==> run_1/sizes.png <==
Bar = 50 um.
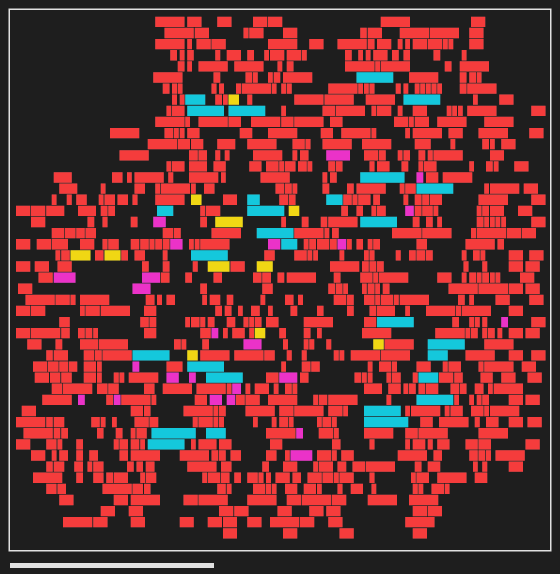
==> run_1/layer_met2.png <==
Bar = 50 um.
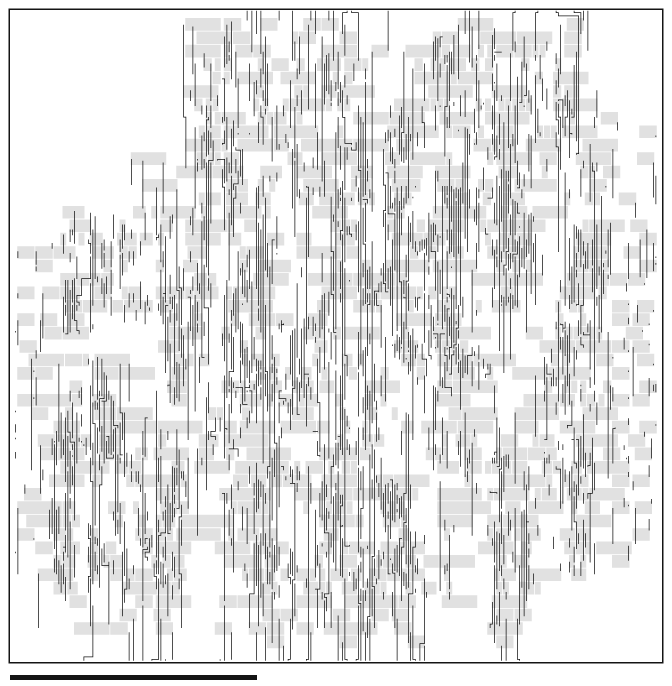
==> run_1/congestion.png <==
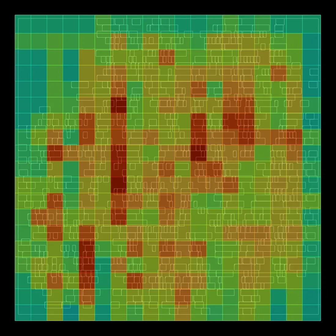
==> config.mk <==
export PLATFORM = sky130hd
export DESIGN_NAME = mcoc_hexldr
export DESIGN_NICKNAME = d
export VERILOG_FILES = /design/src/rtl/mcoc_hexldr_pkg.sv /design/src/rtl/mcoc_hex_cls.sv /design/src/rtl/mcoc_hexldr.sv
export SDC_FILE = /design/constraint.sdc
export NUM_CORES = 1
export LEC_CHECK = 0
export CAP_MARGIN = 20
export CORE_UTILIZATION = 35
export DETAILED_ROUTE_END_ITERATION = 6
export GPL_TIMING_DRIVEN = 0
export MAX_ROUTING_LAYER = met4
export PLACE_DENSITY_LB_ADDON = 0.15
export SLEW_MARGIN = 20
export SYNTH_ARGS = -nofsm -noshare
export SYNTH_HDL_FRONTEND = slang
export SYNTH_SLANG_ARGS = --single-unit
==> constraint.sdc <==
create_clock -name clk -period 5.09 [get_ports clk]
set_input_delay 1.018 -clock clk [delete_from_list [all_inputs] [get_ports clk]]
set_output_delay 1.018 -clock clk [all_outputs]
set_load 0.02 [all_outputs]
==> src/rtl/mcoc_hexldr_pkg.sv <==
// Shared types and constants for the hardware hex-text loader.
// Holds the FSM state encoding, the ASCII constants and the character classes.
package mcoc_hexldr_pkg;

    typedef enum logic [2:0] {
        S_SEP = 3'd0,
        S_ADR = 3'd1,
        S_DAT = 3'd2,
        S_WR  = 3'd3,
        S_ERR = 3'd4
    } state_t;

    localparam logic [7:0] CHR_LF  = 8'h0A;
    localparam logic [7:0] CHR_CR  = 8'h0D;
    localparam logic [7:0] CHR_TAB = 8'h09;
    localparam logic [7:0] CHR_SPC = 8'h20;
    localparam logic [7:0] CHR_NUL = 8'h00;
    localparam logic [7:0] CHR_ATM = 8'h40;

    typedef enum logic [2:0] {
        CLS_HEX = 3'd0,
        CLS_SEP = 3'd1,
        CLS_LF  = 3'd2,
        CLS_ATM = 3'd3,
        CLS_BAD = 3'd4
    } cls_t;

endpackage

==> src/rtl/mcoc_hex_cls.sv <==
// Combinational character classifier for the hex loader.
// Reports the class of one byte and, for hex digits, its nibble value.
module mcoc_hex_cls
    import mcoc_hexldr_pkg::*;
(
    input  logic [7:0] chr,
    output cls_t       cls,
    output logic [3:0] nib
);

    always_comb begin
        cls = CLS_BAD;
        nib = '0;
        if (chr >= 8'h30 && chr <= 8'h39) begin
            cls = CLS_HEX;
            nib = chr[3:0];
        end else if ((chr >= 8'h41 && chr <= 8'h46) || (chr >= 8'h61 && chr <= 8'h66)) begin
            // 'A'/'a' have low nibble 1, so adding 9 yields 10..15
            cls = CLS_HEX;
            nib = chr[3:0] + 4'd9;
        end else if (chr == CHR_SPC || chr == CHR_TAB || chr == CHR_CR || chr == CHR_NUL) begin
            cls = CLS_SEP;
        end else if (chr == CHR_LF) begin
            cls = CLS_LF;
        end else if (chr == CHR_ATM) begin
            cls = CLS_ATM;
        end
    end

endmodule

==> src/rtl/mcoc_hexldr.sv <==
// Hardware hex-text loader: parses "@addr" and hex data tokens from a byte
// stream and issues word writes, with error recovery and load statistics.
module mcoc_hexldr
    import mcoc_hexldr_pkg::*;
#(
    parameter int unsigned DWID = 16,
    parameter int unsigned AWID = 16,
    parameter int unsigned CWID = 16
) (
    input  logic            clk,
    input  logic            rst,
    input  logic            ena,
    input  logic            clr,
    input  logic [7:0]      rx_dat,
    input  logic            rx_vld,
    output logic            rx_rdy,
    output logic            wr_en,
    output logic [AWID-1:0] wr_adr,
    output logic [DWID-1:0] wr_dat,
    input  logic            wr_ack,
    output logic [AWID-1:0] ptr,
    output logic [CWID-1:0] wcnt,
    output logic [CWID-1:0] lcnt,
    output logic            err,
    output logic [CWID-1:0] err_cnt,
    output logic            busy
);

    localparam int unsigned DDIG = DWID / 4;
    localparam int unsigned ADIG = (AWID + 3) / 4;
    // Accumulator must hold the longer of an address or a data token
    localparam int unsigned ACCW = (DWID > 4 * ADIG) ? DWID : 4 * ADIG;

    state_t          state, nxt_state;
    logic [ACCW-1:0] acc, nxt_acc;
    logic [5:0]      ndig, nxt_ndig;
    logic            lf_term, nxt_lf_term;
    logic [AWID-1:0] nxt_ptr, nxt_wr_adr;
    logic [DWID-1:0] nxt_wr_dat;
    logic [CWID-1:0] nxt_wcnt, nxt_lcnt, nxt_err_cnt;
    logic            nxt_err;

    cls_t       cls;
    logic [3:0] nib;
    logic       take, is_lf, is_term, dig_full, go_err;

    mcoc_hex_cls u_cls (
        .chr (rx_dat),
        .cls (cls),
        .nib (nib)
    );

    assign rx_rdy   = ena & ~rst & ~clr & (state != S_WR);
    assign wr_en    = (state == S_WR);
    assign busy     = (state != S_SEP);
    assign take     = rx_vld & rx_rdy;
    assign is_lf    = (cls == CLS_LF);
    assign is_term  = (cls == CLS_SEP) | is_lf;
    assign dig_full = (state == S_ADR) ? (ndig == 6'(ADIG)) : (ndig == 6'(DDIG));

    always_comb begin
        nxt_state   = state;
        nxt_acc     = acc;
        nxt_ndig    = ndig;
        nxt_lf_term = lf_term;
        nxt_ptr     = ptr;
        nxt_wr_adr  = wr_adr;
        nxt_wr_dat  = wr_dat;
        nxt_wcnt    = wcnt;
        nxt_lcnt    = lcnt;
        nxt_err     = err;
        nxt_err_cnt = err_cnt;
        go_err      = 1'b0;

        if (state == S_WR) begin
            if (wr_ack) begin
                nxt_ptr   = ptr + AWID'(1);
                nxt_wcnt  = wcnt + CWID'(1);
                if (lf_term) nxt_lcnt = lcnt + CWID'(1);
                nxt_state = S_SEP;
            end
        end else if (take) begin
            case (state)
                S_SEP: begin
                    case (cls)
                        CLS_HEX: begin
                            nxt_acc   = ACCW'(nib);
                            nxt_ndig  = 6'd1;
                            nxt_state = S_DAT;
                        end
                        CLS_ATM: begin
                            nxt_acc   = '0;
                            nxt_ndig  = '0;
                            nxt_state = S_ADR;
                        end
                        CLS_SEP: ;
                        CLS_LF:  nxt_lcnt = lcnt + CWID'(1);
                        default: go_err = 1'b1;
                    endcase
                end
                S_ADR, S_DAT: begin
                    if (cls == CLS_HEX) begin
                        if (dig_full) begin
                            go_err = 1'b1;
                        end else begin
                            nxt_acc  = {acc[ACCW-5:0], nib};
                            nxt_ndig = ndig + 6'd1;
                        end
                    end else if (is_term) begin
                        if (state == S_DAT) begin
                            nxt_wr_adr  = ptr;
                            nxt_wr_dat  = acc[DWID-1:0];
                            nxt_lf_term = is_lf;
                            nxt_state   = S_WR;
                        end else if (ndig == 6'd0) begin
                            go_err = 1'b1;
                        end else begin
                            nxt_ptr   = acc[AWID-1:0];
                            nxt_state = S_SEP;
                            if (is_lf) nxt_lcnt = lcnt + CWID'(1);
                        end
                    end else begin
                        go_err = 1'b1;
                    end
                end
                S_ERR: begin
                    if (is_lf) begin
                        nxt_lcnt  = lcnt + CWID'(1);
                        nxt_state = S_SEP;
                    end
                end
                default: nxt_state = S_SEP;
            endcase

            // An LF that triggers the error also closes the line immediately
            if (go_err) begin
                nxt_err = 1'b1;
                if (err_cnt != '1) nxt_err_cnt = err_cnt + CWID'(1);
                if (is_lf) begin
                    nxt_lcnt  = lcnt + CWID'(1);
                    nxt_state = S_SEP;
                end else begin
                    nxt_state = S_ERR;
                end
            end
        end

        if (clr) begin
            nxt_state   = S_SEP;
            nxt_acc     = '0;
            nxt_ndig    = '0;
            nxt_lf_term = 1'b0;
            nxt_ptr     = '0;
            nxt_wcnt    = '0;
            nxt_lcnt    = '0;
            nxt_err     = 1'b0;
            nxt_err_cnt = '0;
        end
    end

    always_ff @(posedge clk) begin
        if (rst) begin
            state   <= S_SEP;
            acc     <= '0;
            ndig    <= '0;
            lf_term <= 1'b0;
            ptr     <= '0;
            wr_adr  <= '0;
            wr_dat  <= '0;
            wcnt    <= '0;
            lcnt    <= '0;
            err     <= 1'b0;
            err_cnt <= '0;
        end else begin
            state   <= nxt_state;
            acc     <= nxt_acc;
            ndig    <= nxt_ndig;
            lf_term <= nxt_lf_term;
            ptr     <= nxt_ptr;
            wr_adr  <= nxt_wr_adr;
            wr_dat  <= nxt_wr_dat;
            wcnt    <= nxt_wcnt;
            lcnt    <= nxt_lcnt;
            err     <= nxt_err;
            err_cnt <= nxt_err_cnt;
        end
    end

endmodule

==> results.toml, run 1 <==
# implementation run metrics
[worst_setup_path]
timing_worst_setup_path_type = "register to output port"
crit_path_end_kind = "output port"
critical_path_peak_fanout = 10
required_arrival_time_at_the_worst_endpoint_ns = 4.07
crit-reg2reg-launch = "state[2]"
startpoint = "state[2]"
rrSetupSlack_ns = 2.33

[sta]
maxSlewViolCount = 0
clock.fmax_mhz = 248
period_used_pct = 79.1
timing.setup.tns_ns = 0
timing.hold.ws_ns = 0.449
timing.final.hold_violations = 0

[logic_synthesis]
edf_count = 0
yosys-stat-cells = 720
synthMostInstantiatedCell = "nand2_1"
flop_cell = "dfxtp_1"
top_post_synthesis_cells_by_area = "dfxtp_1 (42%), nand2_1 (8.2%), a21oi_1 (6.1%)"
floorplan.nets = 744
synth.yosys.warnings = 0

[clock_network]
clk_root_buffer_cell = "clkbuf_16"
htree_num_levels = 4
cts.repair.resized = 0
clk-insertion-delay-late_ns = 0.41

[detailed_routing]
viasPerCell = 5.42
via_count = 5869

[pwr]
max-vdd-ir-drop_v = 0.000217
leakage_power_nw = 2.65

[hold_path]
hold_path_class = "register to register"

[finish]
design.final.nets = 875

[die]
dieHeight_um = 132
die_width_um = 132

[run_status]
run_status = "finished clean"

[placed_design]
dp_hpwl_mm = 12.8

[run]
tool_warnings = 30
About sizes.png:
| colour | size | cells |
|---|---|---|
| red | _0 and _1 cells | 800 |
| yellow | _3 and _4 cells | 11 |
| magenta | _2 cells | 24 |
| cyan | _6 and larger | 28 |

About layer_met2.png:
longest straight run: 50.3 um
main direction: vertical

About congestion.png:
grt met1 use: 26.5%
GRT Resource Usage Total: 20.9%
global routing met2 resource utilization: 33.7%

-- run 1: critical path, cell delays in order, from the launching register on --
cell             delay, ns
dfxtp_1               0.30
buf_2                 0.21
nand3b_1              0.28
clkbuf_1              0.45
clkbuf_1              0.48
and3_1                0.28
clkdlybuf4s50_1       0.61
-- run 1: flip-flops by register name, summed over array words and instances (netlist names) --
name     cells
err          1
ptr         16
wcnt        16
wr_adr      16
acc         16
lcnt        16
ndig         6
wr_dat      16
err_cnt     16
state        3
lf_term      1
-- run 1: final cells by class --
| type | instances | area share [%] |
|---|---|---|
| buffer | 38 | 2.27 |
| timing repair buffer | 112 | 14.1 |
| sequential | 123 | 31.0 |
| tap | 220 | 3.47 |
| clock buffer | 21 | 6.05 |
| multi-input combinational | 545 | 40.7 |
| inverter | 14 | 0.662 |
| clock inverter | 10 | 1.75 |
-- run 1: where the power goes --
group / switching [mW] / internal (mW)
Clock: 0.431 / 0.818
Sequential: 0.00112 / 0.964
Combinational: 0.0515 / 0.0244
Total: 0.484 / 1.81
-- run 1: through the flow --
step                      power, mW  worst slack, ns  util (%)
after floorplan                1.03             1.95         -
after CTS                      2.31             1.06      47.9
after global placement         1.06             1.00      44.1
after global routing           2.37            0.951      47.9
final                          2.29             1.06      47.9
after detailed placement       1.06            0.897      44.1
-- run 1: placed cells by master, fill, tap and decap left out, types with 4 or more instances in the layout --
master	instances
nand2_1	129
dfxtp_1	123
clkdlybuf4s50_1	112
a21oi_1	72
nor2_1	67
nand3_1	26
clkbuf_1	25
and3_1	17
clkbuf_16	17
nor3_1	16
xnor2_1	16
inv_1	14
xor2_1	14
o21ai_0	14
a211oi_1	11
a22o_1	10
ha_1	10
nand4_1	9
or4_1	9
mux2i_1	9
or3_1	7
o211ai_1	7
a31oi_1	7
o31ai_1	7
buf_2	6
and4_1	6
and2_1	6
o32ai_1	6
nand2b_1	5
a2111oi_1	5
clkbuf_8	4
clkinvlp_4	4
-- run 1: worst min path at each step --
stage,from,endpoint,slack [ns],depth (start not counted)
4_1_cts,wr_adr[5],wr_adr[5],0.45,2
3_5_place_dp,wr_adr[5],wr_adr[5],0.44,2
2_1_floorplan,acc[14],wr_dat[14],0.45,2
6_report,wr_adr[5],wr_adr[5],0.45,2
3_3_place_gp,wr_adr[12],wr_adr[12],0.44,2
5_1_grt,wr_adr[6],wr_adr[6],0.46,2
-- run 1: kinds of logic (layout without fill, tap and decap cells) --
family,Yosys count,count (layout),synth area share [%]
buf+inv,52,195,3.93
fa+ha+maj,10,10,2.11
flops,123,123,41.6
xor+xnor,30,30,4.44
mux,9,9,1.52
simple gates,316,316,25.5
compound gates,180,180,21.0
-- run 1: metal layers --
metal / vias to the layer above / GRT usage, %
li1: 2857 / -
met1: 2829 / 26.5
met2: 163 / 33.7
met3: 20 / 3.31
met4: 0 / 7.62
met5: - / -
==> run 1 -> run 2 <==
==> constraint.sdc (replaced) <==
create_clock -name clk -period 3.52 [get_ports clk]
set_input_delay 0.704 -clock clk [delete_from_list [all_inputs] [get_ports clk]]
set_output_delay 0.704 -clock clk [all_outputs]
set_load 0.02 [all_outputs]
==> run_2/sizes.png <==
Bar = 50 um.
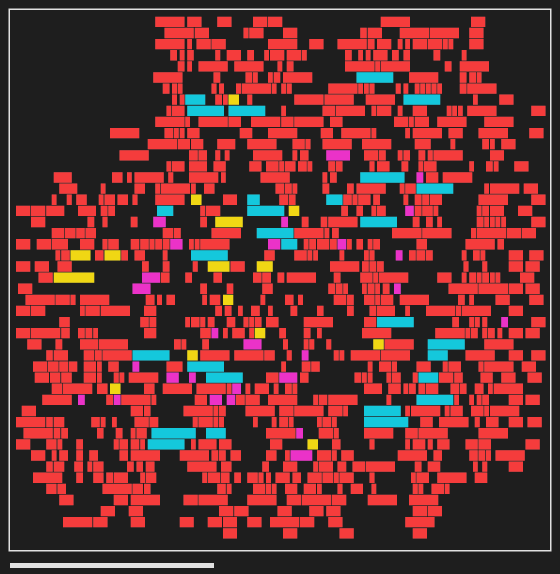
| colour | size | cells |
|---|---|---|
| yellow | _3 and _4 cells | 15 |
| magenta | _2 cells | 27 |
| cyan | _6 and larger | 28 |
| red | _0 and _1 cells | 796 |

==> run_2/layer_met1.png <==
Bar = 50 um. Supply wires on this layer in grey.
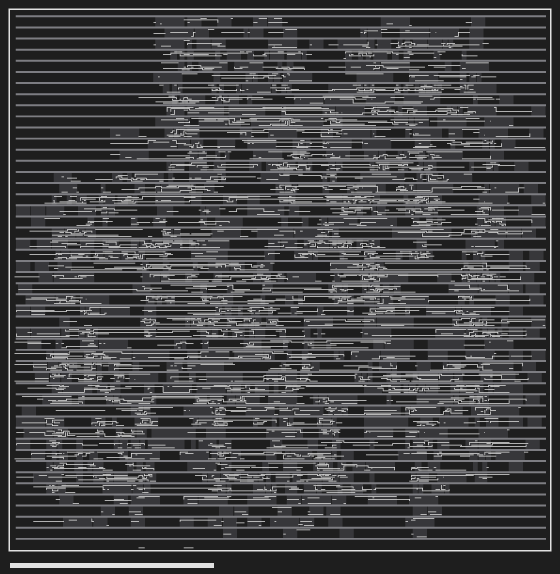
wire length on this layer: 8,230 um
main direction: horizontal

==> run 2 against run 1 <==
Area after synthesis stayed put. Largest power group unchanged. Critical path type unchanged. Synthesized cell count stayed put. Largest cell class unchanged. Power is 45% higher. Count of clock-buffer cells in the layout stayed put. Via count stayed put. First-iteration DRC count is 6.6% lower. Global-route usage hardly changed. Die size stayed put. Final area is 0.50% higher. Final cell count is 0.28% higher.
==> results.toml, run 2 <==
# implementation run metrics
[run_status]
run_status = "finished clean"

[hold_path]
hold_path_class = "register to register"

[worst_setup_path]
timing.critical_path.cells = "buf_2, nand3b_1, clkbuf_2, clkbuf_2, and3_1, clkdlybuf4s50_1"
critical_path_peak_fanout = 10
crit-reg2reg-launch = "ndig[0]"
timing_worst_setup_path_type = "register to output port"
crit_path_end_kind = "output port"
startpoint = "state[2]"
timing.critical_path.slowest_cell_delay_ns = 0.61
critPathBufInv = 4
critPathMostFrequentCell = "clkbuf_2"
required_arrival_time_at_the_worst_endpoint_ns = 2.82
cpLargestDelayFamily = "buffers and inverters"

[sta]
clock.fmax_mhz = 299
timing.setup.tns_ns = 0
timing.final.hold_violations = 0
maxSlewViolCount = 0
period_used_pct = 95.2

[finish]
final_layout_top_logic_cells = "nand2_1 (129), dfxtp_1 (123), clkdlybuf4s50_1 (112)"
layout.cells.most_common = "nand2_1"

[die]
dieHeight_um = 132

[pwr]
totalPowerFinal_mw = 3.32
max-vdd-ir-drop_v = 0.000315

[clock_network]
clk-insertion-delay-late_ns = 0.41
htree_num_levels = 4

[logic_synthesis]
flop_cell = "dfxtp_1"
yosys-stat-cells = 720
edf_count = 0

[global_route]
globalRouteTotalUtil_pct = 20.9
run 2: worst reg2reg max path: stages, from the launching register on:
cell,delay [ns]
dfxtp_1,0.40
inv_1,0.06
ha_1,0.19
nor4b_1,0.15
and2b_1,0.21
a2111oi_1,0.50
a211oi_2,0.22
a21oi_1,0.24
buf_2,0.27
a31oi_1,0.12
a41o_1,0.22
run 2: stage by stage:
step / worst slack, ns / cells / hold slack [ns] / util, %
after global routing: 0.0149 / 1086 / 0.462 / 48.1
after CTS: 0.0201 / 1083 / 0.452 / 47.9
after detailed placement: -0.359 / 1052 / 0.444 / 44.1
after global placement: -0.251 / 1052 / 0.440 / 44.1
after floorplan: 0.693 / 720 / 0.446 / -
final: 0.171 / 1086 / 0.450 / 48.1
run 2: cell type report:
cell class                 count  area, um^2
buffer                        38         185
tap                          220         275
clock buffer                  21         480
multi-input combinational    545        3240
sequential                   123        2460
inverter                      14        52.6
timing repair buffer         115        1140
fill                        1636        8600
clock inverter                10         139
run 2: path summary, 6_finish.rpt:
| kind | to | slack, ns |
|---|---|---|
| max | rx_rdy | 0.17 |
| min | wr_adr[5] | 0.45 |
| max reg2reg | lcnt[12] | 0.85 |
| min reg2reg | wr_adr[5] | 0.45 |
run 2: power breakdown:
group	switching, mW	internal, mW
clock	0.624	1.18
combinational	0.0761	0.0377
sequential	0.00161	1.39
total	0.702	2.62
run 2: cell families (layout without fill, tap and decap cells):
logic type	count (synthesis)	after routing	share of synthesized area, %
buffers and inverters	52	198	3.93
muxes	9	9	1.52
xor gates and xnor gates	30	30	4.44
AOI/OAI and AO/OA	180	180	21.0
adders and majority gates	10	10	2.11
and+or+nand+nor	316	316	25.5
DFF	123	123	41.6
run 2: what timing repair did:
action / in CTS / in global routing
setup endpoints to repair: 2 / 13
pin swaps: 0 / 2
buffers inserted: 0 / 3
resized: 3 / 3
run 2: routing by layer:
| metal | up-vias | GRT usage [%] | part of all wire (%) |
|---|---|---|---|
| li1 | 2867 | - | - |
| met1 | 2834 | 26.4 | 47 |
| met2 | 148 | 33.9 | 48 |
| met3 | 20 | 3.27 | 3.7 |
| met4 | 0 | 7.24 | 1.6 |
| met5 | - | - | 0 |
==> run 2 -> run 3 <==
--- a/config.mk
+++ b/config.mk
@@ -11,6 +11,7 @@
 export GPL_TIMING_DRIVEN = 0
 export MAX_ROUTING_LAYER = met4
 export PLACE_DENSITY_LB_ADDON = 0.15
+export RECOVER_POWER = 25
 export SLEW_MARGIN = 20
 export SYNTH_ARGS = -nofsm -noshare
 export SYNTH_HDL_FRONTEND = slang
==> run_3/congestion.png <==
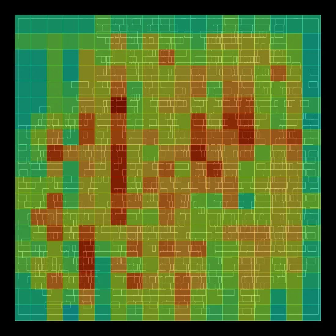
GR peak layer: met2
average wire length per cell after detail routing: 16.1 um
global routing met2 resource utilization: 33.9%

==> run_3/layer_met1.png <==
Bar = 50 um. Supply wires on this layer in grey.
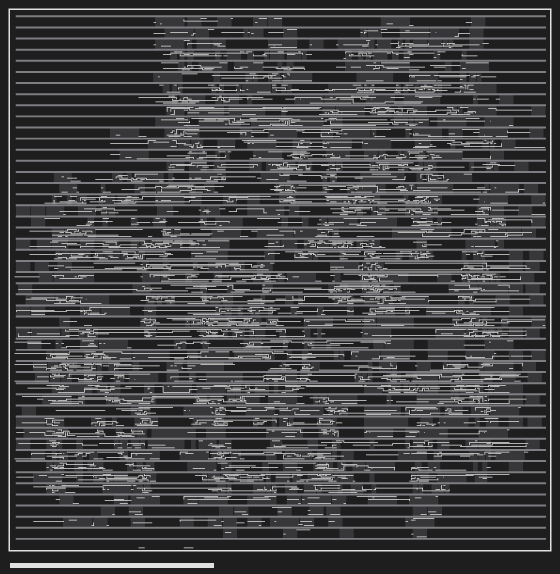
main direction: horizontal
wire length on this layer: 8,220 um

==> run 3 against run 2 <==
Hold slack got worse by 0.0031 ns. Sequential power about the same. First-iteration DRC count up 4.0%. Setup slack lost 0.0017 ns. Combinational power barely moved. Non-clock buffer count stayed put. Final cell count did not move. Sequential share of layout area unchanged. Highest routed layer unchanged.
==> results.toml, run 3 <==
# implementation run metrics
[die]
dieHeight_um = 132

[worst_setup_path]
regToRegEndpoint = "lcnt[12]"
crit_path_end_kind = "output port"
critical_path_peak_fanout = 10
crit-reg2reg-launch = "ndig[0]"
critPathMostFrequentCell = "clkbuf_2"
timing.critical_path.slowest_stage_cell = "clkdlybuf4s50_1"
rrSetupSlack_ns = 0.85

[logic_synthesis]
floorplan.nets = 744
synth.yosys.warnings = 0

[pwr]
sw_frac_of_total_pct = 21.2
seq_power_share_pct = 42.1
leakage_power_nw = 2.88

[run_status]
run_status = "finished clean"

[sta]
clock.fmax_mhz = 298
timing.final.hold_violations = 0

[detailed_routing]
via_count = 5878

[hold_path]
min-delay-start = "wr_adr[5]"

[finish]
filler_cell_count = 1636

[clock_network]
htree_num_levels = 4
==> run 3: netlist changes by cell type in the layout (fill, tap and decap cells not counted), sizes merged <==
cell | previous run | this run
dlygate4sd3 | 0 | 55
clkdlybuf4s50 | 112 | 57
==> run 3: worst max-delay path by stage <==
| stage | from | endpoint | slack, ns | cells past startpoint |
|---|---|---|---|---|
| global route | rx_dat[0] | err_cnt[15] | 0.01 | 11 |
| floorplan | rx_dat[0] | ptr[8] | 0.69 | 11 |
| finish | state[2] | rx_rdy | 0.17 | 6 |
| detailed placement | rx_dat[0] | lcnt[2] | -0.36 | 10 |
| CTS | state[2] | wr_en | 0.02 | 6 |
| global placement | rx_dat[0] | lcnt[2] | -0.25 | 10 |
==> run 3: cells by family after synthesis <==
logic type	Yosys count	synth area share, %
fa+ha+maj	10	2.11
mux	9	1.52
simple gates	316	25.5
buf+inv	52	3.93
compound gates	180	21.0
xor+xnor	30	4.44
flops	123	41.6
==> run 3: layout make-up <==
cell class | count | area (um^2) | area share (%)
multi-input combinational | 545 | 3240 | 40.6
sequential | 123 | 2460 | 30.9
timing repair buffer | 115 | 1140 | 14.3
clock buffer | 21 | 480 | 6.02
tap | 220 | 275 | 3.45
buffer | 38 | 185 | 2.32
clock inverter | 10 | 139 | 1.74
inverter | 14 | 52.6 | 0.659
==> run 3: per-layer routing <==
| layer | vias up | track usage [%] | share of wire [%] |
|---|---|---|---|
| met3 | 18 | 3.27 | 3.9 |
| met2 | 156 | 33.9 | 48 |
| met1 | 2837 | 26.4 | 47 |
| met4 | 0 | 7.24 | 1.6 |
| li1 | 2867 | - | - |
| met5 | - | - | 0 |
==> run 3: timing repair <==
action                                  in CTS  in global routing
setup buffers                                0                  3
pin swaps                                    0                  2
hold buffers                                 0                  0
endpoints found under the setup margin       2                 13
gates cloned                                 0                  0
gates resized                                3                  3
==> run 3: power by group through the flow <==
stage | clock network (mW) | registers (mW) | logic (mW)
floorplan | 0 | 1.43 | 0.0590
global placement | 0 | 1.43 | 0.108
detailed placement | 0 | 1.43 | 0.110
CTS | 1.84 | 1.40 | 0.110
global route | 1.91 | 1.40 | 0.124
finish | 1.81 | 1.40 | 0.114
==> run 3: critical path, delay by kind of cell, from the launching register on <==
kind / cells / cell delay (ns)
and+or+nand+nor: 2 / 0.51
buffers and inverters: 4 / 1.42
DFF: 1 / 0.30
==> run 3: through the flow <==
step / hold WS [ns] / utilization [%] / instance area (um^2) / TNS [ns]
finish: 0.447 / 48.1 / 7980 / 0
CTS: 0.452 / 47.9 / 7940 / 0
global route: 0.460 / 48.1 / 7980 / 0
global placement: 0.440 / 44.1 / 7320 / -7.08
detailed placement: 0.444 / 44.1 / 7320 / -11.86
floorplan: 0.446 / - / 5920 / 0
No activity file was given, so power comes from the tool's default toggle rates.
